$ cat src/rtl/uart_rx_word24.sv
// rtl/uart_rx_word24.sv - 8N1 UART receiver that packs three bytes into one 24-bit word (MSB byte first).
// Define RX_TIMEOUT_EN to drop a partial word after TIMEOUT_BITS idle bit times.
module uart_rx_word24 #(
  parameter int CLKS_PER_BIT = 10416,
  parameter int TIMEOUT_BITS = 20
) (
  input  logic        clk,
  input  logic        reset,
  input  logic        RxD,
  output logic [23:0] data,
  output logic        valid,
  output logic        busy,
  output logic        frame_err,
  output logic        rx_timeout
);

  localparam int BAUD_W = $clog2(CLKS_PER_BIT);
  localparam logic [BAUD_W-1:0] BAUD_LAST = BAUD_W'(CLKS_PER_BIT - 1);
  localparam logic [BAUD_W-1:0] BAUD_MID  = BAUD_W'(CLKS_PER_BIT / 2 - 1);

  typedef enum logic [2:0] {
    IDLE,
    START,
    DATA,
    STOP,
    WAIT_HIGH
  } state_t;

  state_t            state_q, state_d;
  logic              rx_meta_q, rxs_q;
  logic [BAUD_W-1:0] baud_q, baud_d;
  logic [2:0]        bit_q, bit_d;
  logic [7:0]        shift_q, shift_d;
  logic [1:0]        idx_q, idx_d;
  logic [7:0]        byte0_q, byte0_d;
  logic [7:0]        byte1_q, byte1_d;
  logic [23:0]       data_q, data_d;
  logic              valid_q, valid_d;
  logic              frame_err_q, frame_err_d;
  logic              timeout_q, timeout_d;

`ifdef RX_TIMEOUT_EN
  localparam int TIMEOUT_CYCLES = TIMEOUT_BITS * CLKS_PER_BIT;
  localparam int IDLE_W = $clog2(TIMEOUT_CYCLES);
  localparam logic [IDLE_W-1:0] IDLE_LAST = IDLE_W'(TIMEOUT_CYCLES - 1);

  logic [IDLE_W-1:0] idle_q, idle_d;

  always_ff @(posedge clk or posedge reset) begin
    if (reset) begin
      idle_q <= '0;
    end else begin
      idle_q <= idle_d;
    end
  end
`endif

  // RxD is asynchronous; only the second stage is ever looked at
  always_ff @(posedge clk or posedge reset) begin
    if (reset) begin
      rx_meta_q <= 1'b1;
      rxs_q     <= 1'b1;
    end else begin
      rx_meta_q <= RxD;
      rxs_q     <= rx_meta_q;
    end
  end

  always_ff @(posedge clk or posedge reset) begin
    if (reset) begin
      state_q     <= IDLE;
      baud_q      <= '0;
      bit_q       <= '0;
      shift_q     <= '0;
      idx_q       <= '0;
      byte0_q     <= '0;
      byte1_q     <= '0;
      data_q      <= '0;
      valid_q     <= 1'b0;
      frame_err_q <= 1'b0;
      timeout_q   <= 1'b0;
    end else begin
      state_q     <= state_d;
      baud_q      <= baud_d;
      bit_q       <= bit_d;
      shift_q     <= shift_d;
      idx_q       <= idx_d;
      byte0_q     <= byte0_d;
      byte1_q     <= byte1_d;
      data_q      <= data_d;
      valid_q     <= valid_d;
      frame_err_q <= frame_err_d;
      timeout_q   <= timeout_d;
    end
  end

  always_comb begin
    state_d     = state_q;
    baud_d      = baud_q;
    bit_d       = bit_q;
    shift_d     = shift_q;
    idx_d       = idx_q;
    byte0_d     = byte0_q;
    byte1_d     = byte1_q;
    data_d      = data_q;
    valid_d     = 1'b0;
    frame_err_d = 1'b0;
    timeout_d   = 1'b0;
`ifdef RX_TIMEOUT_EN
    idle_d      = '0;
`endif

    case (state_q)
      IDLE: begin
        // start detection has priority over an expiring timeout
        if (!rxs_q) begin
          baud_d  = '0;
          state_d = START;
`ifdef RX_TIMEOUT_EN
        end else if (idx_q != 2'd0) begin
          if (idle_q == IDLE_LAST) begin
            timeout_d = 1'b1;
            idx_d     = 2'd0;
          end else begin
            idle_d = idle_q + IDLE_W'(1);
          end
`endif
        end
      end

      START: begin
        if (baud_q == BAUD_MID) begin
          baud_d = '0;
          bit_d  = '0;
          if (rxs_q) begin
            state_d = IDLE;
          end else begin
            state_d = DATA;
          end
        end else begin
          baud_d = baud_q + BAUD_W'(1);
        end
      end

      DATA: begin
        if (baud_q == BAUD_LAST) begin
          baud_d  = '0;
          shift_d = {rxs_q, shift_q[7:1]};
          bit_d   = bit_q + 3'd1;
          if (bit_q == 3'd7) begin
            state_d = STOP;
          end
        end else begin
          baud_d = baud_q + BAUD_W'(1);
        end
      end

      STOP: begin
        if (baud_q == BAUD_LAST) begin
          baud_d = '0;
          if (rxs_q) begin
            state_d = IDLE;
            case (idx_q)
              2'd0: begin
                byte0_d = shift_q;
                idx_d   = 2'd1;
              end
              2'd1: begin
                byte1_d = shift_q;
                idx_d   = 2'd2;
              end
              default: begin
                data_d  = {byte0_q, byte1_q, shift_q};
                valid_d = 1'b1;
                idx_d   = 2'd0;
              end
            endcase
          end else begin
            frame_err_d = 1'b1;
            idx_d       = 2'd0;
            state_d     = WAIT_HIGH;
          end
        end else begin
          baud_d = baud_q + BAUD_W'(1);
        end
      end

      // a held-low line (break) must not be re-read as a stream of start bits
      WAIT_HIGH: begin
        if (rxs_q) begin
          state_d = IDLE;
        end
      end

      default: begin
        state_d = IDLE;
      end
    endcase
  end

  assign data      = data_q;
  assign valid     = valid_q;
  assign frame_err = frame_err_q;
  assign busy      = (state_q != IDLE) || (idx_q != 2'd0);

`ifdef RX_TIMEOUT_EN
  assign rx_timeout = timeout_q;
`else
  // timeout logic is compiled out; the register is never set
  assign rx_timeout = timeout_q && (TIMEOUT_BITS > 0);
`endif

endmodule

$ cat config.mk
export PLATFORM = sky130hd
export DESIGN_NAME = uart_rx_word24
export DESIGN_NICKNAME = d
export VERILOG_FILES = /design/src/rtl/uart_rx_word24.sv
export SDC_FILE = /design/constraint.sdc
export NUM_CORES = 1
export LEC_CHECK = 0
export ABC_AREA = 1
export CORE_MARGIN = 3
export CORE_UTILIZATION = 30
export CTS_BUF_LIST = sky130_fd_sc_hd__clkbuf_8
export CTS_CLUSTER_DIAMETER = 40
export DETAILED_ROUTE_END_ITERATION = 10
export PLACE_DENSITY = 0.58
export RECOVER_POWER = 25
export SLEW_MARGIN = 10
export SYNTH_ARGS = -nofsm -noshare
export SYNTH_HDL_FRONTEND = slang
export SYNTH_SLANG_ARGS = --single-unit
$ cat constraint.sdc
create_clock -name clk -period 5.7 [get_ports clk]
set_input_delay 1.14 -clock clk [delete_from_list [all_inputs] [get_ports clk]]
set_output_delay 1.14 -clock clk [all_outputs]
set_load 0.05 [all_outputs]
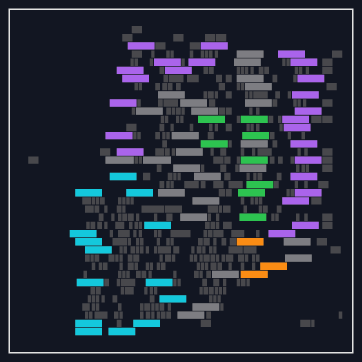
Run 1: sequential cells coloured by netlist name
Scale: 3 px per micron.
[baud_q] cyan | sequential cells: 14
[byte0_q] green | sequential cells: 8
[data] purple | sequential cells: 24
[bit_q] orange | sequential cells: 3
not coloured: 25

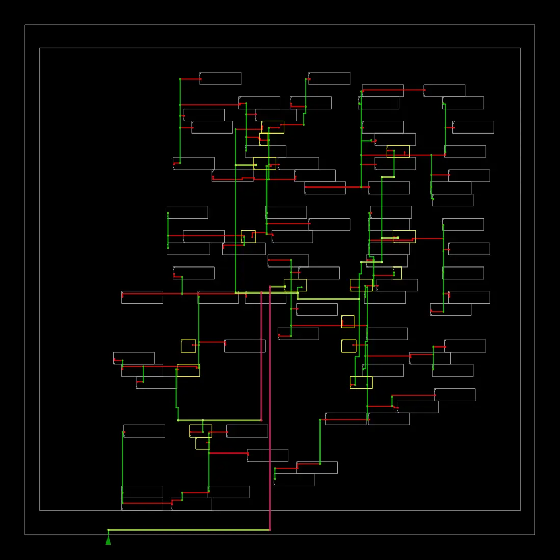
Run 1: the clock network
clock network latency to the later pin of the worst-skew pair: 0.35 ns
total clock sinks: 74
total CTS buffers: 9

==> summary.txt, run 1 <==
Flow results.

- The clock transition at the registers of the reported paths is 0.08 ns.
- The number of filler cells placed in the layout is 1,164.
- The global routing met2 resource utilization is 0.196.
- Of the total power, combinational logic draws 0.015.
- The type of the worst min-delay path is flop to flop.
- The count of final setup violators is 0.
- The highest supply drop recorded on VDD is 94.0 uV.
- The worst slew margin relative to its limit is 0.0663.
- The launch point of the worst register-to-register path is recorded as baud_q[0]$_DFFE_PP0P_.
- The number of antenna cells inserted is 0.
- The area fraction in compound gates is 0.0293.
- The number of pins exceeding their max-slew limit in the final report is 0.
- For the combinational group, total power comes out at 13.8 uW.
- The leakage power is 2.12 nW.
- The slew of the pin with the lowest slew margin is 1.40 ns.
- The number of nets in the synthesized netlist is 425.
- The cell area after placement is 3880 sq um.
- Excluding fillers, the count of instances in the completed layout stands at 591.
- The buffer levels on the longest clock path is 2.
- 31 I/O pins were placed.
- The hold-critical path endpoint is rxs_q$_DFF_PP1_.
- The die span in y is 114 microns.
- The design draws 912 uW.
- The number of non-clock buffers in the layout is 30.
- Setup repair after global routing left no endpoint under its margin.
- The number of nets at the end of the flow is 452.
- During synthesis, Yosys emitted a total of 0 warnings.
- The launch point of the critical path was reported as idx_q[1]$_DFFE_PP0P_.
- The post-synthesis cell type count is 33.
- The combined global-route utilization of all metal layers is 0.126.
- The report lists the power per cell area as 225 nW/um^2.
- The power share of the clock group is 0.405.
- The utilization after layout is 0.364.
- In this run the cell area of the synthesized design comes to 3500 sq um.
- The run finished with clean final reports.
- The detailed router used layers up to and including met4.
- In the final routed layout, each cell accounts on average for 12.8 microns.
- The mean area per synthesized cell is 8.35 sq um.
- Sorting the synthesized cells by how often they occur yields 152 x sky130_fd_sc_hd__nand2_1, 72 x sky130_fd_sc_hd__dfrtp_1, 50 x sky130_fd_sc_hd__nand3_1, 28 x sky130_fd_sc_hd__nor2_1, 27 x sky130_fd_sc_hd__inv_1.
- The hold buffer count at cts is 0.
- Counting both buffers and inverters, the worst setup path holds a total of 1.
- The via count of the routed design is 2,816.
- The logic gate fraction of the total cell area is 0.355.
- The via count normalized by instance count is 4.76.
- The minimum clock period is 2.94 ns.
- The floorplan step set the die width to 114 microns.
- By area, the combinational part of the netlist is dominated by simple AND/OR/NAND/NOR gates.
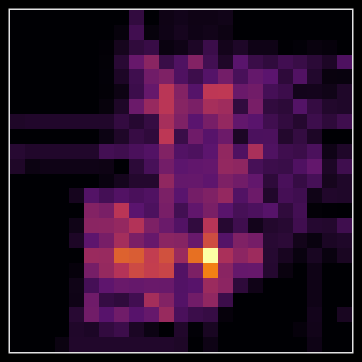
Run 1: wiring heat map
Scale: 3 px per micron. The die is cut into 23 by 23 equal tiles; black is low, pale yellow is high, scaled to the fullest tile. Values are wire area over tile area, all layers added.
emptiest ninth of the die: upper left
mean over tiles: 0.092
tiles over half the peak: 2.3%
nearly empty tiles: 34%
fullest tile: 0.67

--- run 2 (diff from run 1) ---
==> constraint.sdc (replaced) <==
create_clock -name clk -period 2.92 [get_ports clk]
set_input_delay 0.584 -clock clk [delete_from_list [all_inputs] [get_ports clk]]
set_output_delay 0.584 -clock clk [all_outputs]
set_load 0.05 [all_outputs]
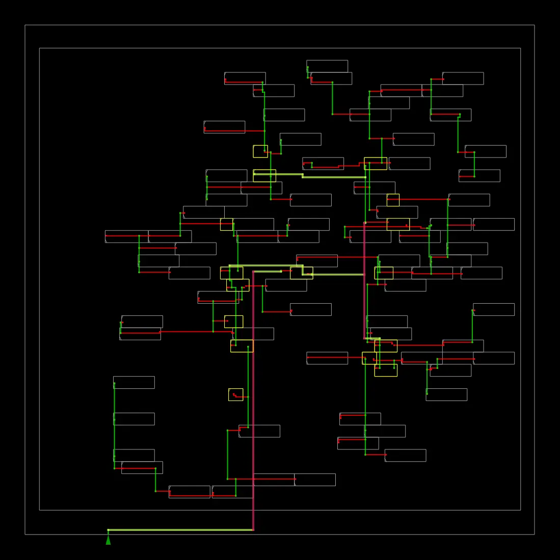
Run 2: the clock network
total clock network power: 747 uW
CLK BUF: 9
clock network latency to the later pin of the worst-skew pair: 0.34 ns
number of sequential storage elements: 74

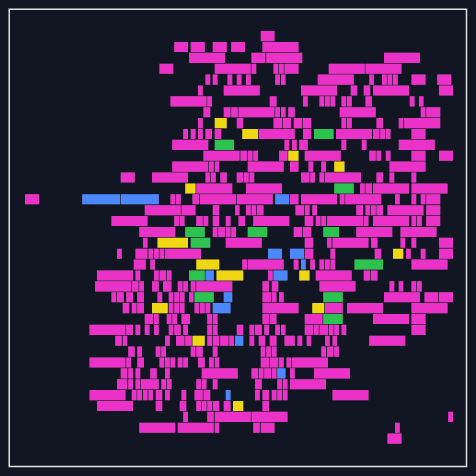
Run 2: drive-strength map
Scale: 4 px per micron.
[drive 6 and up] green | cells: 12 | share: 2.6% | most used: clkbuf_8
[drive 1 or less] magenta | cells: 416 | share: 91% | most used: nand2_1
[drive 3 to 4] yellow | cells: 14 | share: 3.1% | most used: buf_4
[drive 2] blue | cells: 13 | share: 2.9%

==> run 2 against run 1 <==
Non-clock buffer count is 4 higher; flip-flop count stayed put; cell count is 0.68% higher; die size stayed put; via count is 0.46% higher; combinational power is 120% higher; critical path type unchanged.
==> summary.txt, run 2 <==
Flow results.

- The run finished with clean final reports.
- The die span in y is 114 microns.
- The mean area per synthesized cell is 8.35 sq um.
- Together, buffers and inverters on the worst path number 1.
- The pin closest to its max-slew limit shows a slew of 1.40 ns.
- The CTS report gives the tree buffer count as 9.
- The total standard cell area after synthesis is 3500 sq um.
- Per the detailed placement report, the placed cell area equals 3920 sq um.
- For this run, the total global-route usage over all layers was measured as 0.124.
- After layout, the minimum clock period comes to 2.39 ns.
- The startpoint of the worst setup timing path is state_q[0]$_DFFE_PP0P_.
- The combinational power is 30.6 uW.
- The filler cells instantiated in the layout total 1,156.
- The number of pins exceeding their max-slew limit in the final report is 0.
- The total number of clock tree sinks is 74.
- After clock tree synthesis, the clock-pin slew on the worst setup and hold paths is 0.08 ns.
- The hold-critical path endpoint is rxs_q$_DFF_PP1_.
- The routed wire length per instance is 12.8 microns.
- After layout, the buffer instance count without clock buffers stands at 34.
- Ranked by instance count, the synthesized netlist is headed by 152 x sky130_fd_sc_hd__nand2_1, 72 x sky130_fd_sc_hd__dfrtp_1, 50 x sky130_fd_sc_hd__nand3_1, 28 x sky130_fd_sc_hd__nor2_1, 27 x sky130_fd_sc_hd__inv_1.
- The area fraction in compound gates is 0.0293.
- The highest metal layer used by the detailed router is met4.
- The number of antenna cells inserted is 0.
- The logic gate fraction of the total cell area is 0.351.
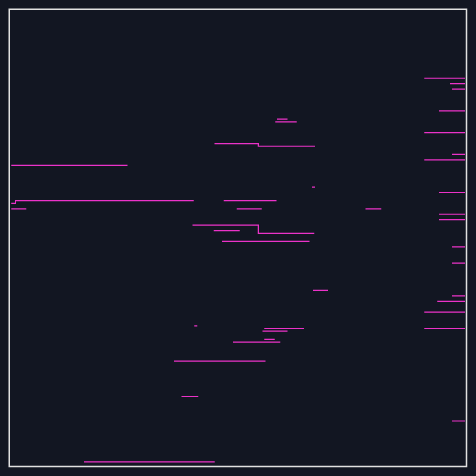
Run 2: signal wires on met3
Scale: 4 px per micron.
share of all routed wire: 5.1%
longest straight run: 44.4 microns
nets with wire on the layer: 32
main direction: horizontal
global-route met3 utilization: 0.0313
post-detailed-routing wire length: 7600 microns
via count: 2,829

--- run 3 (diff from run 2) ---
--- a/config.mk
+++ b/config.mk
@@ -11,7 +11,7 @@
 export CTS_BUF_LIST = sky130_fd_sc_hd__clkbuf_8
 export CTS_CLUSTER_DIAMETER = 40
 export DETAILED_ROUTE_END_ITERATION = 10
-export PLACE_DENSITY = 0.58
+export PLACE_DENSITY = 0.6
 export RECOVER_POWER = 25
 export SLEW_MARGIN = 10
 export SYNTH_ARGS = -nofsm -noshare
==> constraint.sdc (replaced) <==
create_clock -name clk -period 2.02 [get_ports clk]
set_input_delay 0.404 -clock clk [delete_from_list [all_inputs] [get_ports clk]]
set_output_delay 0.404 -clock clk [all_outputs]
set_load 0.05 [all_outputs]
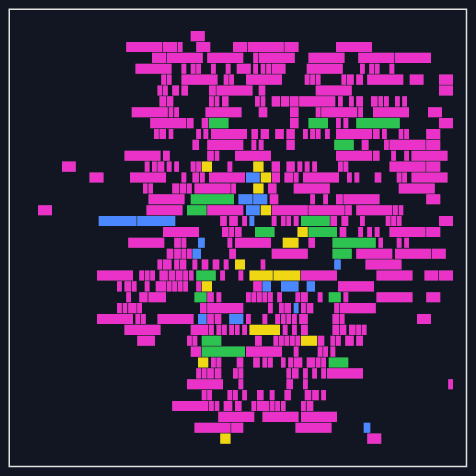
Run 3: drive-strength map
Scale: 4 px per micron.
area added between synthesis and finish: 21.6%
design area: 4250 sq um
least setup slack across all paths after layout: 0.0904 ns
non-clock buffer count in the final layout: 42

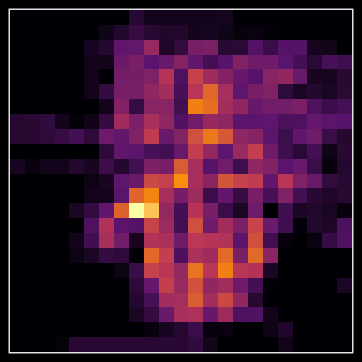
Run 3: wiring heat map
Scale: 3 px per micron. The die is cut into 23 by 23 equal tiles; black is low, pale yellow is high, scaled to the fullest tile. Values are wire area over tile area, all layers added.
fullest tile: 0.53
emptiest ninth of the die: lower left
mean over tiles: 0.093
nearly empty tiles: 34%
tiles over half the peak: 7.0%
densest ninth of the die: centre

==> run 3 against run 2 <==
Non-clock buffer count grew 8; wire length up 1.3%; flip-flop count unchanged; worst hold slack got worse by 0.0018 ns; critical path depth is 2 lower; combinational power increased by 69%; sequential power is 45% higher; die size unchanged.
==> summary.txt, run 3 <==
Flow results.

- Per the final report, max-transition violations number 0.
- According to the timing report, the critical path is launched from data[4]$_DFFE_PP0P_.
- The worst-case IR drop observed on VDD is 387 uV.
- Looking at the hold checks, the worst path lands on rxs_q$_DFF_PP1_.
- The power share of the clock group is 0.494.
- Per the detail_route report, vias per standard cell equal 4.80.
- The run finished with clean final reports.
- The share of total power dissipated in combinational logic is 0.017.
- The mean area per synthesized cell is 8.35 sq um.
- The worst path needs 1.93 ns of the cycle, external delays included.
- Signal routing reaches up to met4.
- In the final routing, the length of wire on met1 measures 3730 microns.
- The combined global-route utilization of all metal layers is 0.129.
- The area fraction in compound gates is 0.0293.
- The most frequently used cell type in the post-synthesis netlist is sky130_fd_sc_hd__nand2_1.
- The clock transition at the registers of the reported paths is 0.07 ns.
- The CTS report gives the tree buffer count as 9.
- Of the combinational cells, the family taking the most area is simple AND/OR/NAND/NOR gates.
- The later pin in the worst-skew pair is clocked with a latency of 0.35 ns.
- Endpoints with negative setup slack in the final report add up to 0.
- In this run the cell area of the synthesized design comes to 3500 sq um.
- Hold repair after CTS inserted 0 buffers.
- The flow reported a cell area power density of 715 nW/um^2.
- For the pin with the worst max-slew slack, the measured transition is 0.884 ns.
- The number of sequential cells reported for the layout is 74.
- In this run, power in the clock network comes to 1.50 mW.
- The clock buffer instance count of the final layout is 9.
- For this run, the post-layout net count is 464.
- The fraction of cell area in multi-input combinational cells is reported as 0.340.
- The utilization after layout is 0.382.
- The sum of routed wire length over all layers is 7700 microns.
- The total buffers and inverters traversed by the critical path is 1.
- Nets still carrying antenna violations after routing amount to 0.
- Leaving out fill and tap cells, the most frequent cells in the layout are 152 x sky130_fd_sc_hd__nand2_1, 72 x sky130_fd_sc_hd__dfrtp_1, 50 x sky130_fd_sc_hd__nand3_1.
- The via count of the routed design is 2,889.
- The origin of the critical flop-to-flop path is baud_q[0]$_DFFE_PP0P_.
- The analysis attributes to cell leakage a power of 2.22 nW.
- The number of antenna diodes in the final layout is 0.
- The global-route track usage on met3 is 0.0271.
- After detailed routing, the average wire length per cell comes to 12.8 microns.
- STA lists the startpoint of the worst hold path as rx_meta_q$_DFF_PP1_.
- The type of the worst min-delay path is flop to flop.
- Per the CTS log, the buffer count on the longest clock path is 2.
- The clock net in this run drives a total of 74 sinks.
- Setup repair after global routing left no endpoint under its margin.
- The die span in y is 114 microns.
- When the netlist entered floorplanning its net count stood at 425.
- Once layout is complete, the cells apart from fillers number 602.
- The design draws 3.04 mW.
- The post-synthesis cell type count is 33.
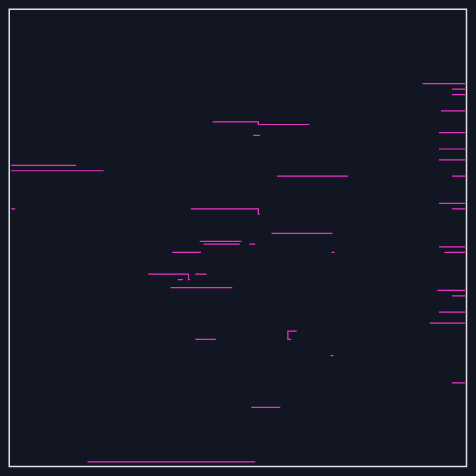
Run 3: signal wires on met3
Scale: 4 px per micron.
wire length on this layer: 323 microns
share of all routed wire: 4.2%
longest straight run: 41.6 microns
nets with wire on the layer: 32

Power and IR drop assume default switching activity.
